$ cat src/rtl/rapids_pkg.sv
// rapids_pkg: shared types and constants for the fetch front end.
package rapids_pkg;
  typedef enum logic [1:0] {FETCH, DRAIN, HOLD} fetch_state_t;
  localparam int INSTR_W = 32;
  localparam logic [INSTR_W-1:0] NOP_WORD = 32'h0;
endpackage

$ cat src/rtl/instr_fetch_if.sv
// instr_fetch_if: single-outstanding instruction memory read bus.
interface instr_fetch_if
  import rapids_pkg::*;
#(
  parameter int ADDR_W = 32
);
  logic               req;
  logic [ADDR_W-1:0]  addr;
  logic               rvalid;
  logic [INSTR_W-1:0] rdata;
  modport master (output req, addr, input rvalid, rdata);
  modport slave  (input req, addr, output rvalid, rdata);
endinterface

$ cat src/rtl/instr_fetch.sv
// instr_fetch: pc register, single-outstanding instruction fetch and instruction register
// feeding controlpath; redirects drop stale in-flight responses.
module instr_fetch
  import rapids_pkg::*;
#(
  parameter int                 ADDR_W   = 32,
  parameter logic [ADDR_W-1:0]  RESET_PC = '0,
  parameter int                 PC_STEP  = 4
) (
  input  logic               clk,
  input  logic               resetn,
  input  logic               pc_inc,
  input  logic               jump_valid,
  input  logic [ADDR_W-1:0]  jump_target,
  instr_fetch_if.master      mem,
  output logic [INSTR_W-1:0] instruction,
  output logic               instr_valid,
  output logic [ADDR_W-1:0]  pc
);
  fetch_state_t       state_q, state_d;
  logic [ADDR_W-1:0]  pc_q, pc_d, fetch_addr_q, fetch_addr_d;
  logic [INSTR_W-1:0] ir_q, ir_d;
  logic               instr_valid_q, instr_valid_d;

  // Jump beats increment; targets are silently word-aligned.
  function automatic logic [ADDR_W-1:0] pc_next(input logic jmp, input logic inc,
                                                 input logic [ADDR_W-1:0] cur,
                                                 input logic [ADDR_W-1:0] tgt);
    return jmp ? (tgt & ~ADDR_W'(3)) : inc ? cur + ADDR_W'(PC_STEP) : cur;
  endfunction

  always_comb begin
    state_d       = state_q;
    pc_d          = pc_q;
    fetch_addr_d  = fetch_addr_q;
    ir_d          = ir_q;
    instr_valid_d = instr_valid_q;
    case (state_q)
      FETCH: begin
        pc_d = pc_next(jump_valid, 1'b0, pc_q, jump_target);
        if (jump_valid) begin
          fetch_addr_d = mem.rvalid ? pc_d : fetch_addr_q;
          state_d      = mem.rvalid ? FETCH : DRAIN;
        end else if (mem.rvalid) begin
          ir_d          = mem.rdata;
          instr_valid_d = 1'b1;
          state_d       = HOLD;
        end
      end
      HOLD: begin
        pc_d = pc_next(jump_valid, pc_inc, pc_q, jump_target);
        if (jump_valid || pc_inc) begin
          fetch_addr_d  = pc_d;
          instr_valid_d = 1'b0;
          state_d       = FETCH;
        end
      end
      DRAIN: begin
        // Address stays on the old request until it completes; only pc follows jumps.
        pc_d = pc_next(jump_valid, 1'b0, pc_q, jump_target);
        if (mem.rvalid) begin
          fetch_addr_d = pc_d;
          state_d      = FETCH;
        end
      end
      default: state_d = FETCH;
    endcase
  end

  always_ff @(posedge clk or negedge resetn) begin
    if (!resetn) begin
      state_q       <= FETCH;
      pc_q          <= RESET_PC;
      fetch_addr_q  <= RESET_PC;
      ir_q          <= NOP_WORD;
      instr_valid_q <= 1'b0;
    end else begin
      state_q       <= state_d;
      pc_q          <= pc_d;
      fetch_addr_q  <= fetch_addr_d;
      ir_q          <= ir_d;
      instr_valid_q <= instr_valid_d;
    end
  end

  assign mem.req     = resetn && (state_q != HOLD);
  assign mem.addr    = fetch_addr_q;
  assign instruction = instr_valid_q ? ir_q : NOP_WORD;
  assign instr_valid = instr_valid_q;
  assign pc          = pc_q;

  a_pc_inc_in_hold: assert property (@(posedge clk) disable iff (!resetn)
    pc_inc |-> state_q == HOLD)
    else $error("pc_inc outside HOLD");
endmodule

$ cat src/flat_wrapper.sv
// flat-port wrapper written by rule: the top's interface ports become plain ports
module instr_fetch_flat import rapids_pkg::*;
#(
  parameter int                 ADDR_W   = 32,
  parameter logic [ADDR_W-1:0]  RESET_PC = '0,
  parameter int                 PC_STEP  = 4
)
  (clk, resetn, pc_inc, jump_valid, jump_target, instruction, instr_valid, pc, mem_req, mem_addr, mem_rvalid, mem_rdata);
  instr_fetch_if #(.ADDR_W(ADDR_W)) mem_i ();
  input  logic clk;
  input  logic resetn;
  input  logic pc_inc;
  input  logic jump_valid;
  input  logic [ADDR_W-1:0] jump_target;
  output logic [INSTR_W-1:0] instruction;
  output logic instr_valid;
  output logic [ADDR_W-1:0] pc;
  output wire logic [$bits(mem_i.req)-1:0] mem_req;
  output wire logic [$bits(mem_i.addr)-1:0] mem_addr;
  input wire logic [$bits(mem_i.rvalid)-1:0] mem_rvalid;
  input wire logic [$bits(mem_i.rdata)-1:0] mem_rdata;
  assign mem_req = mem_i.req;
  assign mem_addr = mem_i.addr;
  assign mem_i.rvalid = mem_rvalid;
  assign mem_i.rdata = mem_rdata;
  instr_fetch #(.ADDR_W(ADDR_W), .RESET_PC(RESET_PC), .PC_STEP(PC_STEP)) u_core (.clk(clk), .resetn(resetn), .pc_inc(pc_inc), .jump_valid(jump_valid), .jump_target(jump_target), .mem(mem_i), .instruction(instruction), .instr_valid(instr_valid), .pc(pc));
endmodule
$ cat config.mk
export PLATFORM = sky130hd
export DESIGN_NAME = instr_fetch_flat
export DESIGN_NICKNAME = d
export VERILOG_FILES = /design/src/rtl/rapids_pkg.sv /design/src/rtl/instr_fetch_if.sv /design/src/rtl/instr_fetch.sv /design/src/flat_wrapper.sv
export SDC_FILE = /design/constraint.sdc
export NUM_CORES = 1
export LEC_CHECK = 0
export CORE_MARGIN = 5
export CORE_UTILIZATION = 40
export DETAILED_ROUTE_END_ITERATION = 12
export MAX_ROUTING_LAYER = met4
export PLACE_DENSITY = 0.7
export RECOVER_POWER = 50
export SETUP_SLACK_MARGIN = 0.3
export SLEW_MARGIN = 5
export SYNTH_ARGS = -nofsm -noshare
export SYNTH_HDL_FRONTEND = slang
export SYNTH_SLANG_ARGS = --single-unit
$ cat constraint.sdc
create_clock -name clk -period 5.9 [get_ports clk]
set_clock_uncertainty 0.1 [all_clocks]
set_input_delay 0.59 -clock clk [delete_from_list [all_inputs] [get_ports clk]]
set_output_delay 0.59 -clock clk [all_outputs]
set_load 0.03 [all_outputs]
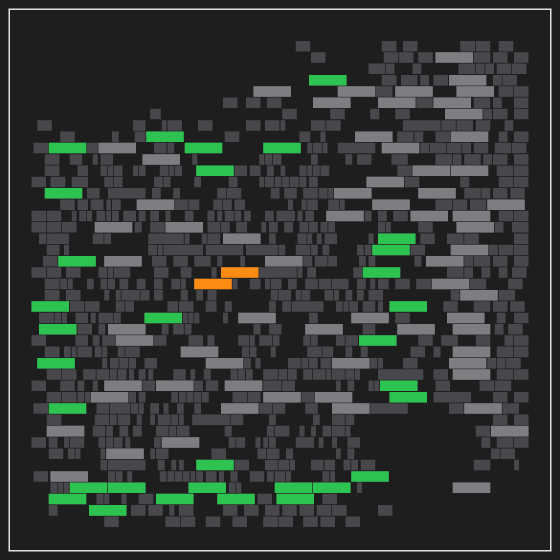
(run_1/ff_map.png)
Other sequential cells in the stronger gray, the rest of the logic in the fainter gray.
Key: orange = `u_core.state_q` [sequential cells 2]; green = `u_core.mem.addr` [sequential cells 32, where all over the die]
P_seq: 923 µW
core occupancy in the finished layout: 55.1%
sequential fraction of total cell area: 32.2%
area taken by flip-flops and latches: 2480 µm²

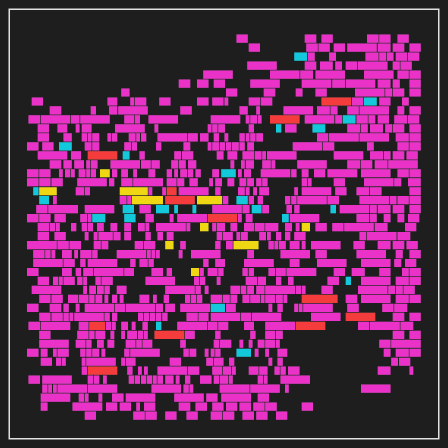
(run_1/sizing.png)
Key: cyan = x2 [cells 24, share 3.2%]; yellow = x3 and x4 [cells 10, share 1.3%]; magenta = x1 and smaller [cells 709, share 94%]; red = x6 and larger [cells 12, share 1.6%]
area added between synthesis and finish: 34.4%
count of plain and timing-repair buffers: 170
final design instance area without fill: 7700 µm²

==> results_tabular.tex, run 1 <==
% Synthesis and place-and-route results
\begin{tabular}{lr}
\hline
Metric & Value \\
\hline
\multicolumn{2}{l}{\textbf{Status}} \\
\quad Result of the run & complete, but fails checks \\
\quad Failing checks & capacitance limit, slew limit \\
\multicolumn{2}{l}{\textbf{Pwr}} \\
\quad Reported net switching power & 946 µW \\
\quad Fraction of power consumed by sequential logic & a little under two fifths \\
\multicolumn{2}{l}{\textbf{Yosys}} \\
\quad Count of flip-flops with a built-in enable after synthesis & 0 \\
\quad Mapped Nets & between 600 and 700 \\
\quad Simple-Gate Area Share & 21.7\% \\
\quad Ys flops & slightly below 100 \\
\quad Netlist Area Pre-Place & 5730 µm² \\
\quad Most popular library cell in the synthesized design by count & sky130\_fd\_sc\_hd\_\_dfrtp\_1 \\
\quad Ao+oa area frac & between 20 and 25\% \\
\quad YS chip area & 5730 µm² \\
\quad Largest cells by area after synthesis & sky130\_fd\_sc\_hd\_\_dfrtp\_1, sky130\_fd\_sc\_hd\_\_mux2\_1, sky130\_fd\_sc\_hd\_\_and2\_1 \\
\multicolumn{2}{l}{\textbf{Die}} \\
\quad Area of the die & approximately 17000 µm² \\
\multicolumn{2}{l}{\textbf{CTS}} \\
\quad Post-CTS clock slew at the launch and capture registers of the worst setup and hold paths & $\sim$0.07 ns \\
\quad Maximum level of the CTS H-tree & 3 \\
\quad Clock tree from TritonCTS & built \\
\multicolumn{2}{l}{\textbf{Routing}} \\
\quad WL met2 & 8850 µm \\
\quad DR iter-0 viols & approximately 370 \\
\multicolumn{2}{l}{\textbf{Timing}} \\
\quad Maximum clock rate & between 200 and 300 MHz \\
\quad Final Hold Viols & 0 \\
\quad Slew Viols, Final & 103 \\
\multicolumn{2}{l}{\textbf{Place}} \\
\quad Cell area after placement & 7410 µm² \\
\multicolumn{2}{l}{\textbf{Setup path}} \\
\quad Crit Path Class & register to primary output \\
\quad Family of cells with the greatest summed delay on the critical path & buffers and inverters \\
\multicolumn{2}{l}{\textbf{Job}} \\
\quad Max-cap check violation count & 2 \\
\multicolumn{2}{l}{\textbf{Layout}} \\
\quad CLK BUF & 10 \\
\quad Post-Layout Cell Count & 935 \\
\multicolumn{2}{l}{\textbf{Min path}} \\
\quad Hold/Removal Path Class & register to register \\
\quad HP Start & u\_core.mem.addr[22]\$\_DFFE\_PN0P\_ \\
\multicolumn{2}{l}{\textbf{Global routing}} \\
\quad Met1 Use GR & 28.4\% \\
\hline
\end{tabular}
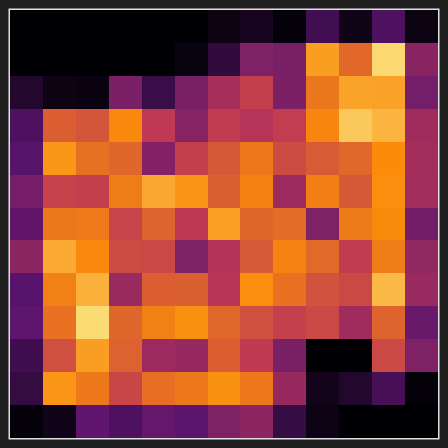
(run_1/util_map.png)
13 x 13 tiles, from black (low) to pale yellow (high), 0 to 100% covered.
The emptiest ninth of the die: north-west. The mean over all tiles is 44%. 12% of the tiles are over 75% full. The fullest tile reaches 92%. 11% of the tiles are nearly empty.
initial cell density of the core: 41.0%
Core Footprint: 14000 µm²

--- run 2 (diff from run 1) ---
==> constraint.sdc (replaced) <==
create_clock -name clk -period 3.4 [get_ports clk]
set_clock_uncertainty 0.1 [all_clocks]
set_input_delay 0.34 -clock clk [delete_from_list [all_inputs] [get_ports clk]]
set_output_delay 0.34 -clock clk [all_outputs]
set_load 0.03 [all_outputs]
==> run 2 against run 1 <==
Compared with the run above: the flow still finishes with violations (capacitance limit, slew limit); total power increased by 75%; die area is the same; count of clock-buffer cells in the layout did not move; sequential power rose by 73%; critical path depth is 1 lower; cell count up 0.96%; design area rose by 1.3%; critical endpoint unchanged; critical path type unchanged; largest cell class unchanged; non-clock buffer count grew 9.
==> results_tabular.tex, run 2 <==
% Synthesis and place-and-route results
\begin{tabular}{lr}
\hline
Metric & Value \\
\hline
\multicolumn{2}{l}{\textbf{Layout}} \\
\quad Area added between synthesis and finish & 36.1\% \\
\quad Area taken by flip-flops and latches & 2480 µm² (unchanged) \\
\quad Post-Layout Cell Count & 944 (+0.96\%) \\
\quad Final design instance area without fill & 7800 µm² (+1.3\%) \\
\quad Sequential fraction of total cell area & 31.7\% (-0.41 points) \\
\quad Core occupancy in the finished layout & 55.8\% (+0.72 points) \\
\multicolumn{2}{l}{\textbf{Yosys}} \\
\quad Largest cells by area after synthesis & sky130\_fd\_sc\_hd\_\_dfrtp\_1, sky130\_fd\_sc\_hd\_\_mux2\_1, sky130\_fd\_sc\_hd\_\_and2\_1 \\
\quad Count of flip-flops with a built-in enable after synthesis & 0 (unchanged) \\
\quad Ao+oa area frac & 20.2\% (unchanged) \\
\quad Mapped Nets & 695 (unchanged) \\
\quad YS chip area & 5730 µm² (unchanged) \\
\multicolumn{2}{l}{\textbf{Timing}} \\
\quad Final Hold Viols & 0 (unchanged) \\
\quad Slew Viols, Final & 68 (-34\%) \\
\quad \# setup viols final & 0 \\
\multicolumn{2}{l}{\textbf{Die}} \\
\quad Core Footprint & 14000 µm² (unchanged) \\
\quad Area of the die & 16800 µm² (unchanged) \\
\quad Initial cell density of the core & 41.0\% (unchanged) \\
\multicolumn{2}{l}{\textbf{Pwr}} \\
\quad Fraction of power consumed by sequential logic & 36.7\% (-0.4 points) \\
\quad P\_seq & 1.60 mW (+73\%) \\
\quad Reported net switching power & 1.66 mW (+76\%) \\
\multicolumn{2}{l}{\textbf{Place}} \\
\quad Placer congestion estimate & between 0.8 and 0.9 \\
\quad Sum of net half-perimeters after detailed placement & 12900 µm \\
\multicolumn{2}{l}{\textbf{Status}} \\
\quad Result of the run & complete, but fails checks \\
\quad Failing checks & capacitance limit, slew limit \\
\multicolumn{2}{l}{\textbf{Global routing}} \\
\quad Met1 Use GR & 29.9\% (+1.5 points) \\
\multicolumn{2}{l}{\textbf{Routing}} \\
\quad WL met2 & 8580 µm (-3.1\%) \\
\quad DR iter-0 viols & 399 (+8.1\%) \\
\multicolumn{2}{l}{\textbf{CTS}} \\
\quad Clock tree from TritonCTS & built \\
\quad Post-CTS clock slew at the launch and capture registers of the worst setup and hold paths & 0.07 ns (about the same) \\
\quad Maximum level of the CTS H-tree & 3 (unchanged) \\
\multicolumn{2}{l}{\textbf{Setup path}} \\
\quad Family of cells with the greatest summed delay on the critical path & flip-flops \\
\multicolumn{2}{l}{\textbf{Job}} \\
\quad Max-cap check violation count & 1 (-1) \\
\multicolumn{2}{l}{\textbf{Min path}} \\
\quad Hold/Removal Path Class & primary input to asynchronous set/reset pin \\
\hline
\end{tabular}
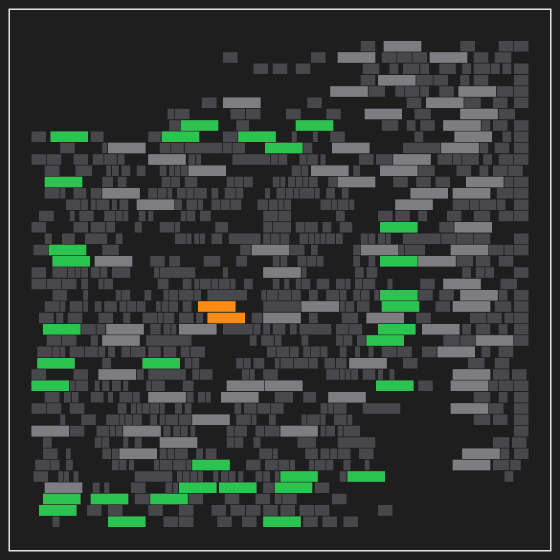
(run_2/ff_map.png)
Other sequential cells in the stronger gray, the rest of the logic in the fainter gray.
Key: orange = `u_core.state_q` [sequential cells 2]; green = `u_core.mem.addr` [sequential cells 32, where all over the die]
Another 65 sequential cells are not colored.

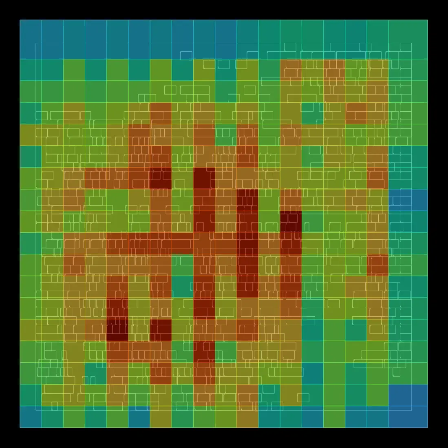
(run_2/congestion_map.png)
fraction of met3 tracks used by global routing: 4.95%
met2 global-route usage: 35.7%

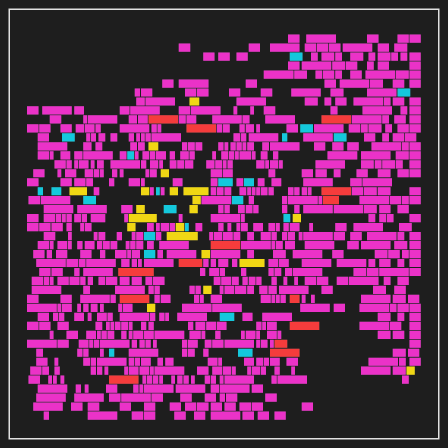
(run_2/sizing.png)
Key: red = x6 and larger [cells 14, share 1.8%]; yellow = x3 and x4 [cells 20, share 2.6%]; magenta = x1 and smaller [cells 708, share 93%]; cyan = x2 [cells 22, share 2.9%]

--- run 3 (diff from run 2) ---
--- a/config.mk
+++ b/config.mk
@@ -9,7 +9,7 @@
 export CORE_UTILIZATION = 40
 export DETAILED_ROUTE_END_ITERATION = 12
 export MAX_ROUTING_LAYER = met4
-export PLACE_DENSITY = 0.7
+export PLACE_DENSITY = 0.73
 export RECOVER_POWER = 50
 export SETUP_SLACK_MARGIN = 0.3
 export SLEW_MARGIN = 5
==> constraint.sdc (replaced) <==
create_clock -name clk -period 2.25 [get_ports clk]
set_clock_uncertainty 0.1 [all_clocks]
set_input_delay 0.225 -clock clk [delete_from_list [all_inputs] [get_ports clk]]
set_output_delay 0.225 -clock clk [all_outputs]
set_load 0.03 [all_outputs]
==> run 3 against run 2 <==
Compared with the run above: the flow now finishes without violations; sequential power rose by 48%; setup slack got worse by 0.38 ns; first-iteration DRC count rose by 44%; area after synthesis did not move; largest power group unchanged; flip-flop count did not move; critical path depth rose by 3; worst hold slack got worse by 0.038 ns; die area did not move; clock power rose by 41%; global-route usage barely moved; highest routed layer unchanged.
==> results_tabular.tex, run 3 <==
% Synthesis and place-and-route results
\begin{tabular}{lr}
\hline
Metric & Value \\
\hline
\multicolumn{2}{l}{\textbf{Yosys}} \\
\quad Count of flip-flops with a built-in enable after synthesis & 0 (unchanged) \\
\quad YS chip area & 5730 µm² (unchanged) \\
\quad Top logic family & simple AND/OR/NAND/NOR gates \\
\quad Async set or reset register ratio after synthesis & 100\% \\
\quad Predominant post-synthesis flop cell & sky130\_fd\_sc\_hd\_\_dfrtp\_1 \\
\quad Largest cells by area after synthesis & sky130\_fd\_sc\_hd\_\_dfrtp\_1, sky130\_fd\_sc\_hd\_\_mux2\_1, sky130\_fd\_sc\_hd\_\_and2\_1 \\
\quad Netlist Area Pre-Place & approximately 5700 µm² \\
\quad Mapped Nets & 695 (unchanged) \\
\quad Ao+oa area frac & 20.2\% (unchanged) \\
\multicolumn{2}{l}{\textbf{Routing}} \\
\quad WL met2 & 9360 µm (+9.1\%) \\
\quad Detail-routed net length per standard cell & around 19 µm \\
\quad DR iter-0 viols & 575 (+44\%) \\
\multicolumn{2}{l}{\textbf{Timing}} \\
\quad Tmin final & 1.95 ns \\
\quad Slew Viols, Final & 0 (-100\%) \\
\quad Final WS setup & 0.301 ns \\
\quad \# setup viols final & 0 (unchanged) \\
\quad Final Hold Viols & 0 (unchanged) \\
\multicolumn{2}{l}{\textbf{Layout}} \\
\quad Final design instance area without fill & 8300 µm² (+6.3\%) \\
\quad Post-Layout Cell Count & 998 (+5.7\%) \\
\quad Area taken by flip-flops and latches & 2500 µm² (+1.1\%) \\
\quad Area added between synthesis and finish & 44.7\% \\
\quad Proportion of cell area spent on the clock network & under 10\% \\
\quad Leading cell type in the layout, fill and taps excluded & sky130\_fd\_sc\_hd\_\_clkdlybuf4s50\_1 \\
\quad Sequential fraction of total cell area & 30.2\% (-1.6 points) \\
\multicolumn{2}{l}{\textbf{CTS}} \\
\quad \# hold bufs at CTS & 1 \\
\quad Clock tree from TritonCTS & built \\
\quad Maximum level of the CTS H-tree & 3 (unchanged) \\
\quad Post-CTS clock slew at the launch and capture registers of the worst setup and hold paths & 0.07 ns (about the same) \\
\multicolumn{2}{l}{\textbf{Status}} \\
\quad Result of the run & finished, final reports clean \\
\multicolumn{2}{l}{\textbf{Job}} \\
\quad Count of tool warnings & 31 \\
\quad Max-cap check violation count & 0 (-1) \\
\multicolumn{2}{l}{\textbf{Pwr}} \\
\quad P\_seq & 2.37 mW (+48\%) \\
\quad Reported net switching power & 2.50 mW (+51\%) \\
\quad Biggest consumer & combinational cells \\
\quad Fraction of power consumed by sequential logic & 36.3\% (-0.4 points) \\
\quad Combinational Power Share & 40.4\% \\
\multicolumn{2}{l}{\textbf{Setup path}} \\
\quad Family of cells with the greatest summed delay on the critical path & simple AND/OR/NAND/NOR gates \\
\quad Depth of the worst register-to-register path & 6 \\
\multicolumn{2}{l}{\textbf{Min path}} \\
\quad Hold/Removal Path Class & primary input to register \\
\multicolumn{2}{l}{\textbf{Global routing}} \\
\quad Met1 Use GR & 29.3\% (-0.63 points) \\
\quad Overflow after GRT & 0 \\
\multicolumn{2}{l}{\textbf{Die}} \\
\quad Initial cell density of the core & 41.0\% (unchanged) \\
\quad Area of the die & 16800 µm² (unchanged) \\
\quad Core Footprint & 14000 µm² (unchanged) \\
\multicolumn{2}{l}{\textbf{Place}} \\
\quad Sum of net half-perimeters after detailed placement & 13700 µm (+6.1\%) \\
\hline
\end{tabular}
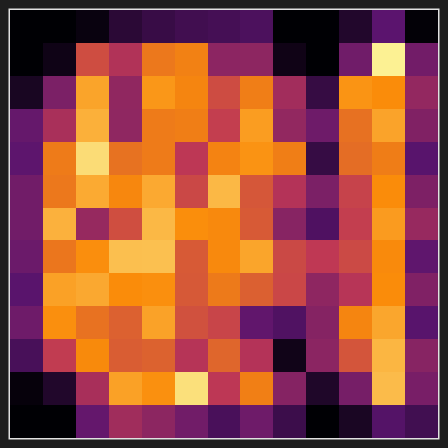
(run_3/util_map.png)
13 x 13 tiles, from black (low) to pale yellow (high), 0 to 100% covered.
19% of the tiles are over 75% full. 6.5% of the tiles are nearly empty. The fullest tile reaches 97%. The mean over all tiles is 48%.

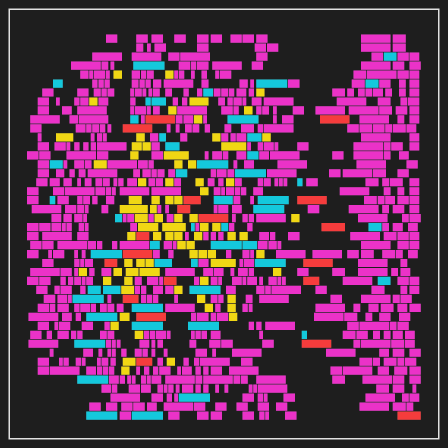
(run_3/sizing.png)
Key: red = x6 and larger [cells 19, share 2.3%]; magenta = x1 and smaller [cells 672, share 82%]; yellow = x3 and x4 [cells 78, share 9.5%]; cyan = x2 [cells 49, share 6.0%]

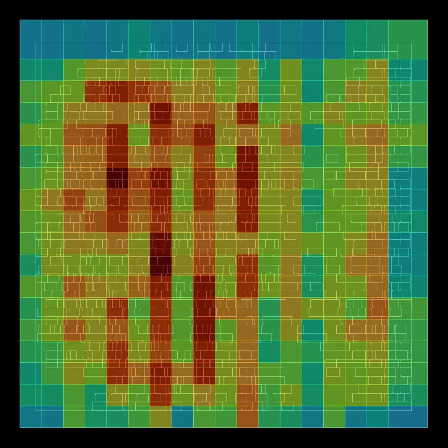
(run_3/congestion_map.png)
met2 global-route usage: 36.9%
fraction of met3 tracks used by global routing: 4.05%


==> layout pictures side by side <==
Placement by cell class.
picture 1
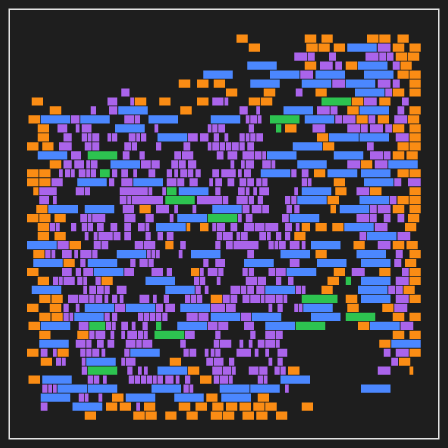
picture 2
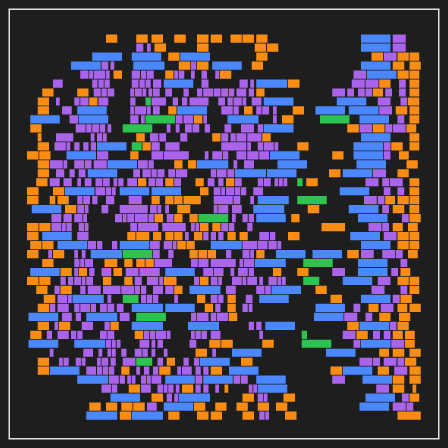
Picture 2 comes from run 3.
Picture 1 comes from run 1.

Power figures rest on the tool's default switching activity, not on a simulated workload.
